**src/rtl/shift_id_stage_if.sv**
```systemverilog
// -----------------------------------------------------------------------------
// shift_id_stage_if
//   Handshake bundle between the fetch side, the shift decode stage and the
//   execute stage.
//
//   Upstream (fetch -> decode):
//     in_valid, in_instr[31:0], in_pc[PC_W-1:0]  driven by the producer
//     in_ready                                   driven by the decode stage
//   Downstream (decode -> execute):
//     out_valid and all out_* decoded fields     driven by the decode stage
//     out_ready                                  driven by execute
//
//   Modports:
//     master : the environment around the stage (fetch plus execute)
//     slave  : the decode stage itself
// -----------------------------------------------------------------------------
interface shift_id_stage_if #(
    parameter int PC_W = 32
);
    logic            in_valid;
    logic            in_ready;
    logic [31:0]     in_instr;
    logic [PC_W-1:0] in_pc;

    logic            out_valid;
    logic            out_ready;
    logic [PC_W-1:0] out_pc;
    logic [6:0]      out_opcode;
    logic [2:0]      out_func3;
    logic [6:0]      out_func7;
    logic [4:0]      out_rd;
    logic [4:0]      out_rs1;
    logic [4:0]      out_rs2;
    logic [31:0]     out_imm;
    logic            out_is_shift;
    logic            out_illegal;

    modport master (
        output in_valid, in_instr, in_pc, out_ready,
        input  in_ready, out_valid, out_pc, out_opcode, out_func3, out_func7,
               out_rd, out_rs1, out_rs2, out_imm, out_is_shift, out_illegal
    );

    modport slave (
        input  in_valid, in_instr, in_pc, out_ready,
        output in_ready, out_valid, out_pc, out_opcode, out_func3, out_func7,
               out_rd, out_rs1, out_rs2, out_imm, out_is_shift, out_illegal
    );
endinterface

```
**src/rtl/shift_id_stage.sv**
```systemverilog
// -----------------------------------------------------------------------------
// shift_id_stage
//   Decode-side producer for the execute-stage shift ALU. Accepts a raw 32-bit
//   instruction, extracts opcode/func3/func7/register addresses and the I-type
//   immediate, classifies shift instructions (SLL/SRL/SRA and the immediate
//   forms) and flags illegal shift encodings. Decoded entries sit in a
//   2-entry skid-buffered output stage (output register + skid register).
//
//   Ports:
//     clk          clock, all state on the rising edge
//     rst          synchronous, active-high reset
//     flush        drops every buffered instruction (branch redirect)
//     bus          shift_id_stage_if.slave: in_* handshake from fetch,
//                  out_* decoded entry to execute
//     illegal_cnt  saturating count of accepted illegal shifts
//
//   Configuration macro:
//     SHIFT_ID_ILLEGAL_CNT_EN  defined   -> illegal_cnt is a live counter
//                              undefined -> illegal_cnt is tied to 0
// -----------------------------------------------------------------------------
module shift_id_stage #(
    parameter int PC_W  = 32,
    parameter int CNT_W = 16
) (
    input  logic               clk,
    input  logic               rst,
    input  logic               flush,
    shift_id_stage_if.slave    bus,
    output logic [CNT_W-1:0]   illegal_cnt
);

    localparam logic [6:0] OP_REG = 7'b0110011;
    localparam logic [6:0] OP_IMM = 7'b0010011;
    localparam logic [2:0] F3_SL  = 3'b001;
    localparam logic [2:0] F3_SR  = 3'b101;
    localparam logic [6:0] F7_STD = 7'b0000000;
    localparam logic [6:0] F7_ALT = 7'b0100000;

    typedef struct packed {
        logic [PC_W-1:0] pc;
        logic [6:0]      opcode;
        logic [2:0]      func3;
        logic [6:0]      func7;
        logic [4:0]      rd;
        logic [4:0]      rs1;
        logic [4:0]      rs2;
        logic [31:0]     imm;
        logic            is_shift;
        logic            illegal;
    } dec_t;

    // Pure decode of one instruction word; the entry carries no other state.
    function automatic dec_t decode(input logic [31:0] instr, input logic [PC_W-1:0] pc);
        dec_t              d;
        logic signed [31:0] imm_s;
        logic              f3_shift;
        logic              f7_ok;
        d.pc     = pc;
        d.opcode = instr[6:0];
        d.func3  = instr[14:12];
        d.func7  = instr[31:25];
        d.rd     = instr[11:7];
        d.rs1    = instr[19:15];
        d.rs2    = instr[24:20];
        imm_s    = {{20{instr[31]}}, instr[31:20]};
        d.imm    = (d.opcode == OP_IMM) ? imm_s : 32'd0;
        f3_shift = (d.func3 == F3_SL) || (d.func3 == F3_SR);
        d.is_shift = ((d.opcode == OP_REG) || (d.opcode == OP_IMM)) && f3_shift;
        // Left shifts have no alternate form; right shifts allow the SRA/SRAI bit.
        if (d.func3 == F3_SL) begin
            f7_ok = (d.func7 == F7_STD);
        end else begin
            f7_ok = (d.func7 == F7_STD) || (d.func7 == F7_ALT);
        end
        d.illegal = d.is_shift && !f7_ok;
        return d;
    endfunction

    // ---- stage p0: combinational decode and handshake ----
    dec_t w_dec_p0;
    logic w_accept_p0;
    logic w_drain_p0;

    dec_t r_out_p1;
    logic r_vld_p1;
    dec_t r_skid_p1;
    logic r_skid_vld_p1;

    assign w_dec_p0     = decode(bus.in_instr, bus.in_pc);
    // Ready depends only on skid occupancy, so it never combinationally follows out_ready.
    assign bus.in_ready = !r_skid_vld_p1 && !rst;
    assign w_accept_p0  = bus.in_valid && bus.in_ready && !flush;
    assign w_drain_p0   = r_vld_p1 && bus.out_ready;

    // ---- stage p1: output register + skid register ----
    always_ff @(posedge clk) begin
        if (rst) begin
            r_vld_p1      <= 1'b0;
            r_skid_vld_p1 <= 1'b0;
            r_out_p1      <= '0;
            r_skid_p1     <= '0;
        end else if (flush) begin
            // A same-cycle accept or drain is discarded along with the buffer.
            r_vld_p1      <= 1'b0;
            r_skid_vld_p1 <= 1'b0;
        end else if (r_skid_vld_p1) begin
            // in_ready is low here, so the only move is skid -> output.
            if (bus.out_ready) begin
                r_out_p1      <= r_skid_p1;
                r_skid_vld_p1 <= 1'b0;
            end
        end else if (w_accept_p0) begin
            if (!r_vld_p1 || bus.out_ready) begin
                r_out_p1 <= w_dec_p0;
                r_vld_p1 <= 1'b1;
            end else begin
                r_skid_p1     <= w_dec_p0;
                r_skid_vld_p1 <= 1'b1;
            end
        end else if (w_drain_p0) begin
            r_vld_p1 <= 1'b0;
        end
    end

    assign bus.out_valid    = r_vld_p1;
    assign bus.out_pc       = r_out_p1.pc;
    assign bus.out_opcode   = r_out_p1.opcode;
    assign bus.out_func3    = r_out_p1.func3;
    assign bus.out_func7    = r_out_p1.func7;
    assign bus.out_rd       = r_out_p1.rd;
    assign bus.out_rs1      = r_out_p1.rs1;
    assign bus.out_rs2      = r_out_p1.rs2;
    assign bus.out_imm      = r_out_p1.imm;
    assign bus.out_is_shift = r_out_p1.is_shift;
    assign bus.out_illegal  = r_out_p1.illegal;

`ifdef SHIFT_ID_ILLEGAL_CNT_EN
    function automatic logic [CNT_W-1:0] sat_inc(input logic [CNT_W-1:0] c);
        return (&c) ? c : c + 1'b1;
    endfunction

    logic [CNT_W-1:0] r_illegal_cnt;

    // w_accept_p0 already excludes flush cycles.
    always_ff @(posedge clk) begin
        if (rst) begin
            r_illegal_cnt <= '0;
        end else if (w_accept_p0 && w_dec_p0.illegal) begin
            r_illegal_cnt <= sat_inc(r_illegal_cnt);
        end
    end

    assign illegal_cnt = r_illegal_cnt;
`else
    assign illegal_cnt = '0;
`endif

endmodule

```
**src/flat_wrapper.sv**
```systemverilog
// flat-port wrapper written by rule: the top's interface ports become plain ports
module shift_id_stage_flat 
#(
    parameter int PC_W  = 32,
    parameter int CNT_W = 16
)
  (clk, rst, flush, illegal_cnt, bus_in_valid, bus_in_instr, bus_in_pc, bus_out_ready, bus_in_ready, bus_out_valid, bus_out_pc, bus_out_opcode, bus_out_func3, bus_out_func7, bus_out_rd, bus_out_rs1, bus_out_rs2, bus_out_imm, bus_out_is_shift, bus_out_illegal);
  shift_id_stage_if #(.PC_W(PC_W)) bus_i ();
  input  logic clk;
  input  logic rst;
  input  logic flush;
  output logic [CNT_W-1:0] illegal_cnt;
  input wire logic [$bits(bus_i.in_valid)-1:0] bus_in_valid;
  input wire logic [$bits(bus_i.in_instr)-1:0] bus_in_instr;
  input wire logic [$bits(bus_i.in_pc)-1:0] bus_in_pc;
  input wire logic [$bits(bus_i.out_ready)-1:0] bus_out_ready;
  output wire logic [$bits(bus_i.in_ready)-1:0] bus_in_ready;
  output wire logic [$bits(bus_i.out_valid)-1:0] bus_out_valid;
  output wire logic [$bits(bus_i.out_pc)-1:0] bus_out_pc;
  output wire logic [$bits(bus_i.out_opcode)-1:0] bus_out_opcode;
  output wire logic [$bits(bus_i.out_func3)-1:0] bus_out_func3;
  output wire logic [$bits(bus_i.out_func7)-1:0] bus_out_func7;
  output wire logic [$bits(bus_i.out_rd)-1:0] bus_out_rd;
  output wire logic [$bits(bus_i.out_rs1)-1:0] bus_out_rs1;
  output wire logic [$bits(bus_i.out_rs2)-1:0] bus_out_rs2;
  output wire logic [$bits(bus_i.out_imm)-1:0] bus_out_imm;
  output wire logic [$bits(bus_i.out_is_shift)-1:0] bus_out_is_shift;
  output wire logic [$bits(bus_i.out_illegal)-1:0] bus_out_illegal;
  assign bus_i.in_valid = bus_in_valid;
  assign bus_i.in_instr = bus_in_instr;
  assign bus_i.in_pc = bus_in_pc;
  assign bus_i.out_ready = bus_out_ready;
  assign bus_in_ready = bus_i.in_ready;
  assign bus_out_valid = bus_i.out_valid;
  assign bus_out_pc = bus_i.out_pc;
  assign bus_out_opcode = bus_i.out_opcode;
  assign bus_out_func3 = bus_i.out_func3;
  assign bus_out_func7 = bus_i.out_func7;
  assign bus_out_rd = bus_i.out_rd;
  assign bus_out_rs1 = bus_i.out_rs1;
  assign bus_out_rs2 = bus_i.out_rs2;
  assign bus_out_imm = bus_i.out_imm;
  assign bus_out_is_shift = bus_i.out_is_shift;
  assign bus_out_illegal = bus_i.out_illegal;
  shift_id_stage #(.PC_W(PC_W), .CNT_W(CNT_W)) u_core (.clk(clk), .rst(rst), .flush(flush), .bus(bus_i), .illegal_cnt(illegal_cnt));
endmodule
```
**config.mk**
```make
export PLATFORM = sky130hd
export DESIGN_NAME = shift_id_stage_flat
export DESIGN_NICKNAME = d
export VERILOG_FILES = /design/src/rtl/shift_id_stage_if.sv /design/src/rtl/shift_id_stage.sv /design/src/flat_wrapper.sv
export SDC_FILE = /design/constraint.sdc
export NUM_CORES = 1
export LEC_CHECK = 0
export ABC_AREA = 1
export CORE_UTILIZATION = 49
export CTS_CLUSTER_SIZE = 10
export DETAILED_ROUTE_END_ITERATION = 6
export PLACE_DENSITY = 0.88
export REMOVE_ABC_BUFFERS = 1
export SLEW_MARGIN = 20
export SYNTH_ARGS = -nofsm -noshare
export SYNTH_HDL_FRONTEND = slang
export SYNTH_SLANG_ARGS = --single-unit
```
**constraint.sdc**
```tcl
create_clock -name clk -period 1.5 [get_ports clk]
set_input_delay 0.15 -clock clk [delete_from_list [all_inputs] [get_ports clk]]
set_output_delay 0.15 -clock clk [all_outputs]
set_load 0.005 [all_outputs]
```
==> reports/results.txt <==
Synthesized instance count -> 1021
Latency at later pin -> 0.42 ns
Required @ worst endpoint -> 1.85 ns
Distinct cell type count after synthesis -> 22
Max stage delay on crit path -> 0.37 ns
First-pass DRT Iterations -> 5
Root buffer cell -> clkbuf_16
Largest Pwr Group -> registers
Area delta synth->final -> 40.5%
CTS Hold Bufs -> 0
Grt total ovfl -> 0
Placement Cell Area -> 0.00878 mm2
Bufs on Longest Clock Path -> 2
Worst path most repeated cell -> buf_12
Max-slew violations -> 0
Post-Place Worst Slack -> -0.304 ns
FP Core Util -> 50.4%
Cell Chain, Critical Path -> nor2_4 -> inv_2 -> nor3_4 -> buf_12 -> buf_12 -> clkbuf_16 -> o21ai_1 -> a21oi_1
# Cells Yosys -> 1021
FF-to-FF setup slack -> 0.007 ns
Sw Share -> 23.8%
HPWL Detailed -> 11.6 mm
Yosys top cell area share -> 45.0%
First-pass GRT wire length -> 30.4 mm
Clock Sinks -> 158
Fin crit share -> 99.5%
Top cells by area -> dfxtp_1, nand2_1, a21oi_1
Logic pwr share -> 10.6%
Pleak -> 4.22 nW
Flops after synth -> 158
WP data arrival -> 1.84 ns
Cell Rows -> 43
Final GP Congestion -> 0.814
Placeable Area -> 0.0139 mm2
Final net count -> 1238
RSZ-0062 raised after global routing -> yes
WL per Instance -> 15.0 um
Critical path launch point type -> register
Layout Utilization -> 70.8%
Initial DRC count -> 671
Vias -> 7229
Clock power share -> 43.7%
Inserted Diodes -> 0
Hold Path Stages -> 3
VDD IR max -> 0.000696 V
Number of H-tree levels -> 4
Dpl cells -> 1307
Die H -> 122 um
Cell Pwr Density -> 957 mW/mm2
CTS tree -> yes
# DRC -> 0
GRT Total Usage -> 26.0%
Largest fanout on the critical path -> 8
Final Hold Fails -> 0
Hold Worst Slack -> 0.184 ns
Drt total wl -> 20.4 mm
Largest net degree at the start of global routing -> 105
Status -> complete, no violations
Design Area, Final -> 0.00987 mm2
Tot Pwr -> 9.45 mW
Cell depth of the worst setup path -> 8
Post-layout min period -> 1.49 ns
CP Class -> register to register
Final ANT Viol Nets -> 0
Via density -> 5.31
Chip Area, Yosys -> 0.00703 mm2
Vias in the first global route -> 6316
Seq pwr share -> 45.7%
Final Skew -> 0.00610 ns
Share of cells above drive strength 1 -> 9.98%
Setup WS post-layout -> 0.00698 ns
Sw Pwr -> 2.25 mW
Crit end category -> register
I/O Buffers -> 168
Ports -> 185
Cell area after synthesis -> 0.00703 mm2
Die Width -> 122 um
WP buf/inv -> 4
Reg clk slew, reported paths -> 0.06 ns
Top delay family on crit path -> buffers and inverters
Final setup viols -> 0
Hold Path Class -> input pin to register
P_comb -> 1.01 mW
Max_cap viols -> 0
Stage-log warning count -> 29
Internal -> 7.20 mW
Initial antenna violation count -> 0
Power Clock -> 4.12 mW
Non-Filler Instances -> 1362
Fmax -> 670 MHz
Post-synthesis sequential area ratio -> 45.0%
Setup_tns -> 0 ns
Yosys warning tally -> 0
Yosys top cell by area -> dfxtp_1
Seq power -> 4.32 mW
Total CTS buffers -> 17
R2r worst-path depth -> 8
Total die area -> 0.0148 mm2
Avg Synthesized Cell Area -> 6.88 um2
Slowest CP cell -> dfxtp_4
cells in the final DEF, fill, tap and decap left out, types with 2 or more instances in the layout:
cell,instances
nor2_4,2
buf_12,17
clkdlybuf4s50_1,145
dfxtp_2,2
nand2_2,2
clkinv_2,4
o21ai_0,56
o21ai_2,2
clkbuf_1,3
dlygate4sd2_1,21
nand3_2,2
buf_2,2
dfxtp_1,155
nand2_1,273
nor2_2,2
clkbuf_16,25
buf_4,21
inv_4,2
buf_8,2
clkinvlp_4,5
nand3_1,77
buf_16,5
a21oi_1,110
buf_6,6
o21ai_1,25
nor2_1,149
conb_1,16
inv_2,2
a21oi_2,8
inv_1,33
cells in the mapped netlist (all sizes together):
library cell	count
a21oi	118
buf	75
clkbuf	37
conb	1
dfxtp	158
inv	37
nand2	277
nand3	80
nand3b	1
nor2	153
nor3	1
o21ai	83
sequential cells by signal (all words and copies together) (netlist names):
signal and count:
u_core.r_skid_p1 78, u_core.bus.out_valid 1, u_core.bus.out_rs2 5, u_core.bus.out_func7 7, u_core.bus.out_opcode 7, u_core.r_skid_vld_p1 1
u_core.bus.out_imm 12, u_core.bus.out_rs1 5, u_core.bus.out_is_shift 1, u_core.bus.out_func3 3, u_core.bus.out_illegal 1, u_core.bus.out_rd 5
u_core.bus.out_pc 32
per-layer routing:
| layer | wire length (um) | up-vias | global-route usage [%] | share of wire [%] |
|---|---|---|---|---|
| met5 | 0 | - | 0 | 0 |
| met4 | 534 | 0 | 11.7 | 2.6 |
| met3 | 1500 | 57 | 4.49 | 7.3 |
| met2 | 9860 | 350 | 41.6 | 48 |
| met1 | 8520 | 3306 | 34.3 | 42 |
| li1 | - | 3516 | - | - |
final cells by class:
| cell class | count | area (um2) |
|---|---|---|
| clock buffer | 22 | 475 |
| clock inverter | 10 | 87.6 |
| fill | 1081 | 4070 |
| inverter | 37 | 144 |
| multi-input combinational | 729 | 3210 |
| sequential | 158 | 3170 |
| tap | 180 | 225 |
| timing repair buffer | 226 | 2550 |
worst paths after layout:
path / start / end
worst max register to register: u_core.r_skid_vld_p1 / u_core.r_skid_p1[10]
worst min-delay path: rst / u_core.bus.out_pc[8]
worst min register to register: u_core.bus.out_pc[5] / u_core.bus.out_pc[5]
worst max-delay path: u_core.r_skid_vld_p1 / u_core.r_skid_p1[10]
worst register-to-register path: stages, from the launching register on:
cell and delay [ns]:
dfxtp_4 0.37, nor2_4 0.11, inv_2 0.06, nor3_4 0.20, buf_12 0.15, buf_12 0.15, clkbuf_16 0.16, o21ai_1 0.07
a21oi_1 0.15
cells by family (layout without fill, tap and decap cells):
kind of cell / count (synthesis) / after routing / share of synthesized area (%)
other cells: 1 / 16 / 0.0534
flops: 158 / 158 / 45.0
buf+inv: 149 / 295 / 11.3
compound gates: 201 / 201 / 14.3
simple gates: 512 / 512 / 29.3
repair_timing:
item | CTS | global route
resized | 44 | 41
gates cloned | 5 | 7
pin swaps | 3 | 8
buffers inserted | 5 | 6
endpoints found under the setup margin | 80 | 139
==> images/pdn.png <==
The bar under the picture is 20 um long. Pins as bars on the die edge.
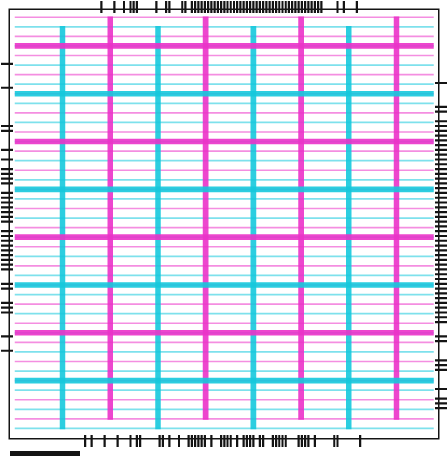
- magenta: VDD
- cyan: VSS
- met5 straps: 8
- met4 straps: 8
- signal pins: 185
- rows: 43
- met1 rails: 44

==> images/cell_classes.png <==
The bar under the picture is 20 um long.
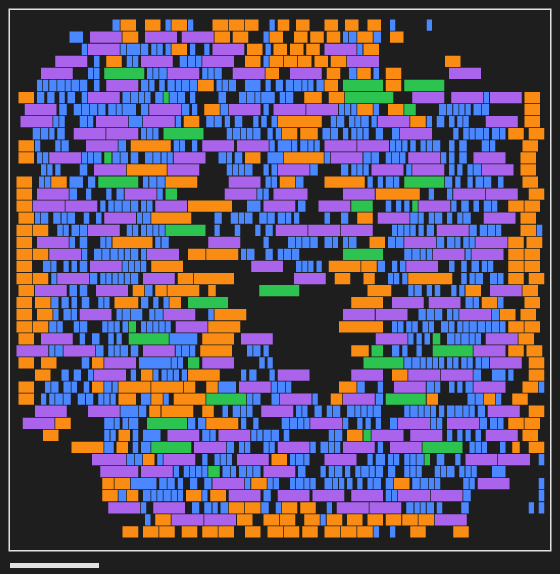
- purple: flip-flops (cells 158; share of their area 33%)
- green: clock drivers and dummy loads (cells 32; share of their area 5.8%)
- blue: all other logic (cells 766; share of their area 35%)
- orange: other buffers and delay cells (cells 226; share of their area 26%)

==> images/clock_map.png <==
The bar under the picture is 20 um long.
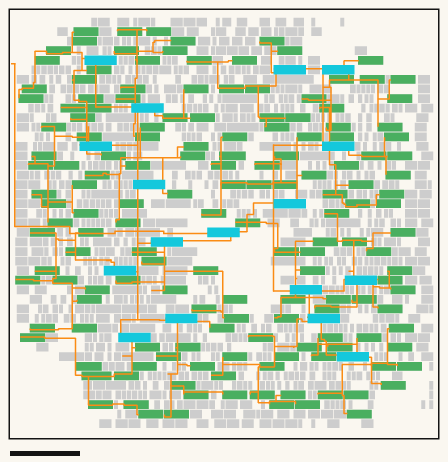
- orange: clock wires (length 1840 um)
- green: flip-flops (count 158)
- cyan: cells driving clock nets (count 17)
- routed clock nets: 18
- flops lie: spread over the die

==> images/metal_stack.png <==
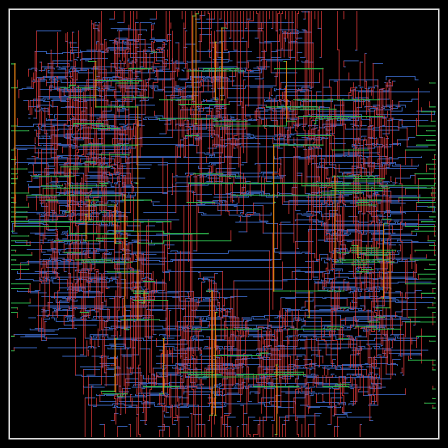
- orange: met4 (wire length 535 um)
- red: met2 (wire length 9860 um)
- green: met3 (wire length 1500 um)
- blue: met1 (wire length 8520 um)

Power is estimated from default activity; no workload was simulated.
